--- src/rtl/serial_subtractor_if.sv ---
// Operand/result bundle for the bit-serial subtractor: the requester drives
// start/a/b, the subtractor returns status and the held result.
interface serial_subtractor_if #(
   parameter int WIDTH = 8
);
   logic             start;
   logic [WIDTH-1:0] a;
   logic [WIDTH-1:0] b;
   logic             busy;
   logic             done;
   logic [WIDTH-1:0] diff;
   logic             borrow_out;
   logic             ovf;

   modport master (output start, a, b, input busy, done, diff, borrow_out, ovf);
   modport slave  (input start, a, b, output busy, done, diff, borrow_out, ovf);
endinterface

--- src/rtl/serial_subtractor.sv ---
// Bit-serial A - B, LSB first, one bit per clock, one-cycle done pulse.
// Define SERIAL_SUB_OVF_EN to register signed overflow on ovf; otherwise ovf is 0.
module serial_subtractor #(
   parameter int WIDTH = 8
) (
   input logic          clk,
   input logic          rst,
   serial_subtractor_if.slave bus
);
   localparam logic [1:0] S_IDLE  = 2'd0;
   localparam logic [1:0] S_SHIFT = 2'd1;
   localparam logic [1:0] S_DONE  = 2'd2;
   localparam int         CW      = $clog2(WIDTH);

   logic [1:0]       state_q, state_d;
   logic [WIDTH-1:0] a_q, a_d, b_q, b_d, diff_q, diff_d;
   logic [CW-1:0]    cnt_q, cnt_d;
   logic             br_q, br_d, bout_q, bout_d;
   logic             ai, bi, res, br_nx, last, accept;

   assign ai     = a_q[0];
   assign bi     = b_q[0];
   assign res    = ai ^ bi ^ br_q;
   assign br_nx  = (~ai & bi) | (~(ai ^ bi) & br_q);
   assign last   = (cnt_q == CW'(WIDTH - 1));
   assign accept = (state_q == S_IDLE) && bus.start;

   always_comb begin
      state_d = state_q;
      a_d     = a_q;
      b_d     = b_q;
      diff_d  = diff_q;
      cnt_d   = cnt_q;
      br_d    = br_q;
      bout_d  = bout_q;
      case (state_q)
         S_IDLE: begin
            if (bus.start) begin
               a_d     = bus.a;
               b_d     = bus.b;
               diff_d  = '0;
               cnt_d   = '0;
               br_d    = 1'b0;
               bout_d  = 1'b0;
               state_d = S_SHIFT;
            end
         end
         S_SHIFT: begin
            // Result bits enter at the MSB so bit 0 lands in place after WIDTH shifts.
            diff_d = {res, diff_q[WIDTH-1:1]};
            a_d    = a_q >> 1;
            b_d    = b_q >> 1;
            br_d   = br_nx;
            cnt_d  = cnt_q + CW'(1);
            if (last) begin
               bout_d  = br_nx;
               cnt_d   = '0;
               state_d = S_DONE;
            end
         end
         S_DONE:  state_d = S_IDLE;
         default: state_d = S_IDLE;
      endcase
   end

   always_ff @(posedge clk or posedge rst) begin
      if (rst) begin
         state_q <= S_IDLE;
         a_q     <= '0;
         b_q     <= '0;
         diff_q  <= '0;
         cnt_q   <= '0;
         br_q    <= 1'b0;
         bout_q  <= 1'b0;
      end else begin
         state_q <= state_d;
         a_q     <= a_d;
         b_q     <= b_d;
         diff_q  <= diff_d;
         cnt_q   <= cnt_d;
         br_q    <= br_d;
         bout_q  <= bout_d;
      end
   end

   assign bus.busy       = (state_q == S_SHIFT);
   assign bus.done       = (state_q == S_DONE);
   assign bus.diff       = diff_q;
   assign bus.borrow_out = bout_q;

`ifdef SERIAL_SUB_OVF_EN
   logic ovf_q, ovf_d;

   // Signed overflow: borrow into the sign bit differs from borrow out of it.
   always_comb begin
      ovf_d = ovf_q;
      if (accept)
         ovf_d = 1'b0;
      else if ((state_q == S_SHIFT) && last)
         ovf_d = br_q ^ br_nx;
   end

   always_ff @(posedge clk or posedge rst) begin
      if (rst) ovf_q <= 1'b0;
      else     ovf_q <= ovf_d;
   end

   assign bus.ovf = ovf_q;
`else
   assign bus.ovf = 1'b0;
`endif
endmodule
--- src/flat_wrapper.sv ---
// flat-port wrapper written by rule: the top's interface ports become plain ports
module serial_subtractor_flat 
#(
   parameter int WIDTH = 8
)
  (clk, rst, bus_start, bus_a, bus_b, bus_busy, bus_done, bus_diff, bus_borrow_out, bus_ovf);
  serial_subtractor_if #(.WIDTH(WIDTH)) bus_i ();
  input logic clk;
  input logic rst;
  input wire logic [$bits(bus_i.start)-1:0] bus_start;
  input wire logic [$bits(bus_i.a)-1:0] bus_a;
  input wire logic [$bits(bus_i.b)-1:0] bus_b;
  output wire logic [$bits(bus_i.busy)-1:0] bus_busy;
  output wire logic [$bits(bus_i.done)-1:0] bus_done;
  output wire logic [$bits(bus_i.diff)-1:0] bus_diff;
  output wire logic [$bits(bus_i.borrow_out)-1:0] bus_borrow_out;
  output wire logic [$bits(bus_i.ovf)-1:0] bus_ovf;
  assign bus_i.start = bus_start;
  assign bus_i.a = bus_a;
  assign bus_i.b = bus_b;
  assign bus_busy = bus_i.busy;
  assign bus_done = bus_i.done;
  assign bus_diff = bus_i.diff;
  assign bus_borrow_out = bus_i.borrow_out;
  assign bus_ovf = bus_i.ovf;
  serial_subtractor #(.WIDTH(WIDTH)) u_core (.clk(clk), .rst(rst), .bus(bus_i));
endmodule
--- config.mk ---
export PLATFORM = sky130hd
export DESIGN_NAME = serial_subtractor_flat
export DESIGN_NICKNAME = d
export VERILOG_FILES = /design/src/rtl/serial_subtractor_if.sv /design/src/rtl/serial_subtractor.sv /design/src/flat_wrapper.sv
export SDC_FILE = /design/constraint.sdc
export NUM_CORES = 1
export LEC_CHECK = 0
export CAP_MARGIN = 20
export CORE_MARGIN = 1.5
export CORE_UTILIZATION = 33
export CTS_BUF_LIST = sky130_fd_sc_hd__clkbuf_4 sky130_fd_sc_hd__clkbuf_8
export CTS_CLUSTER_DIAMETER = 80
export DETAILED_ROUTE_END_ITERATION = 6
export REMOVE_ABC_BUFFERS = 1
export SLEW_MARGIN = 40
export SYNTH_ARGS = -nofsm -noshare
export SYNTH_HDL_FRONTEND = slang
export SYNTH_SLANG_ARGS = --single-unit
--- constraint.sdc ---
create_clock -name clk -period 1.7 [get_ports clk]
set_input_delay 0.425 -clock clk [delete_from_list [all_inputs] [get_ports clk]]
set_output_delay 0.425 -clock clk [all_outputs]
set_load 0.05 [all_outputs]
Met1 routing:
(6 px per um) Supply wires on this layer in grey.
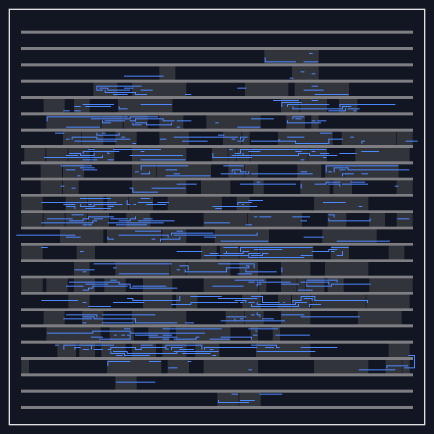
nets with wire on the layer: 138
share of all routed wire: 44%
main direction: horizontal
wire length on this layer: 1290 um

Met2 routing:
(6 px per um)
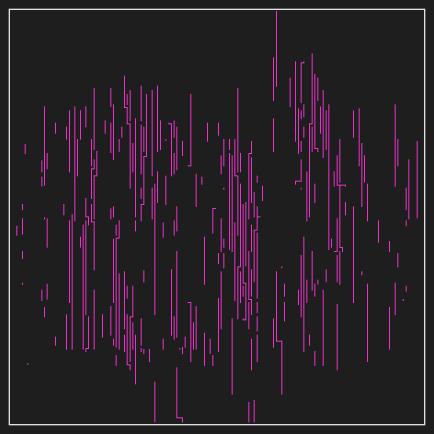
main direction: vertical
nets with wire on the layer: 146
share of all routed wire: 49%
wire length on this layer: 1430 um

Met3 routing:
(8 px per um)
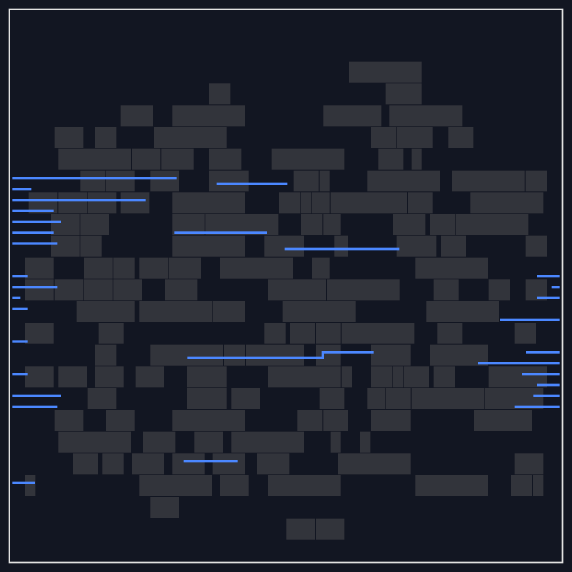
longest straight run: 20.2 um
wire length on this layer: 191 um
main direction: horizontal
DRT Wirelength: 2950 um
global routing met3 resource utilization: 5.68%
vias after detailed routing: 1056

==> CHANGELOG.md <==
## Implementation

- Outcome: finished, final reports clean
- Maximum root-to-sink buffer count: 2
- Post-place instance area: 0.00186 mm2
- RSZ-0062 raised after global routing: no
- Total negative slack: 0 ns
- Worst-case setup margin in the final layout: 0.112 ns
- Required time at the endpoint of the critical path: 1.27 ns
- Hold path start: u_core.cnt_q[2]
- Top cells by count, synth: sky130_fd_sc_hd__dfrtp_1, sky130_fd_sc_hd__o221a_2, sky130_fd_sc_hd__or4b_1
- Ratio of final minimum period to clock period: 93.4%
- Final min period: 1.59 ns
- Endpoint of the most critical setup path: bus_busy
- Final standard cell utilization of the core: 48.3%
- Number of warning messages in the logs: 25
- Final worst hold slack: 0.508 ns
- Worst slack at placement: -0.0934 ns
- Floorplan utilization: 35.2%
- Flop Count: 31
- Largest delay contributor family on the critical path: flip-flops
- Overall power: 3710 uW
- Dominant flop cell: sky130_fd_sc_hd__dfrtp_1
- Cell internal pwr: 2320 uW
- Largest net degree at the start of global routing: 32
- Sequential-to-total area share from yosys stat: 54.0%
- Storage cell area: 777 um2
- Clock tree root driver cell: sky130_fd_sc_hd__clkbuf_8
- Area of the chip: 0.00476 mm2
- Inserted Clock Buffers: 5
- Topmost layer with routed signal wires: met4
- Worst hold path class: reg -> reg
- Comb gate area: 577 um2
- Fmax: 630 MHz
- Slack of the worst reg-to-reg path: 0.26 ns
- Count of final hold-check violations: 0
- Synthesized area divided by synthesized cell count: 13.1 um2
- Top library cells by usage in the layout, fill and taps aside: sky130_fd_sc_hd__dfrtp_1, sky130_fd_sc_hd__clkdlybuf4s50_1, sky130_fd_sc_hd__buf_4, sky130_fd_sc_hd__or4b_1, sky130_fd_sc_hd__o221a_2
- Yosys stat cell total: 110
- Maximum level of the CTS H-tree: 2
- Instance tally after logic synthesis: 110
- Number of buffers inserted by port buffering: 29
- Logic depth of the worst setup path including buffers: 3
- Total routing resource utilization after global routing: 14.8%
- Worst reg2reg path depth: 3
- Xor+xnor area frac: 0%
- Wirelength per Cell: 15.0 um
- Worst-path cell with the longest stage delay: sky130_fd_sc_hd__dfrtp_2
- Core Box Area: 0.00409 mm2
- Top cell category: flip-flops and latches
- Share of the final layout cell area in multi-input gates: 29.3%
- DRC errors left: 0
- Clock network power share: 17.5%
- Vias per Instance: 5.39
- Std cell rows: 23
- Leak Pwr: 0.000862 uW
- Number of synthesis warnings: 0
- Most frequent logic cell in the layout: sky130_fd_sc_hd__dfrtp_1
- DPL Wire Length: 2090 um
- Layout clock buffers: 8
- Main logic family: AND-OR/OR-AND gates
- Top-area cell share: 54.0%
- Clock transition at the register clock pins on the worst setup and hold paths after CTS: 0.06 ns
- WL met3: 191 um
- M2 GR Usage: 25.6%
- Non-clock buffer count: 39
- Count of cells resized by post-cts repair: 0
- Global routing's busiest layer: met2
- Clock tree from TritonCTS: done
- Peak VDD IR: 0.588 mV
- WHS Endpoint: u_core.cnt_q[2]
- Post-CTS Repair Setup Buffers: 0
- Cells on Worst Hold Path: 1
Power and IR drop assume default switching activity.
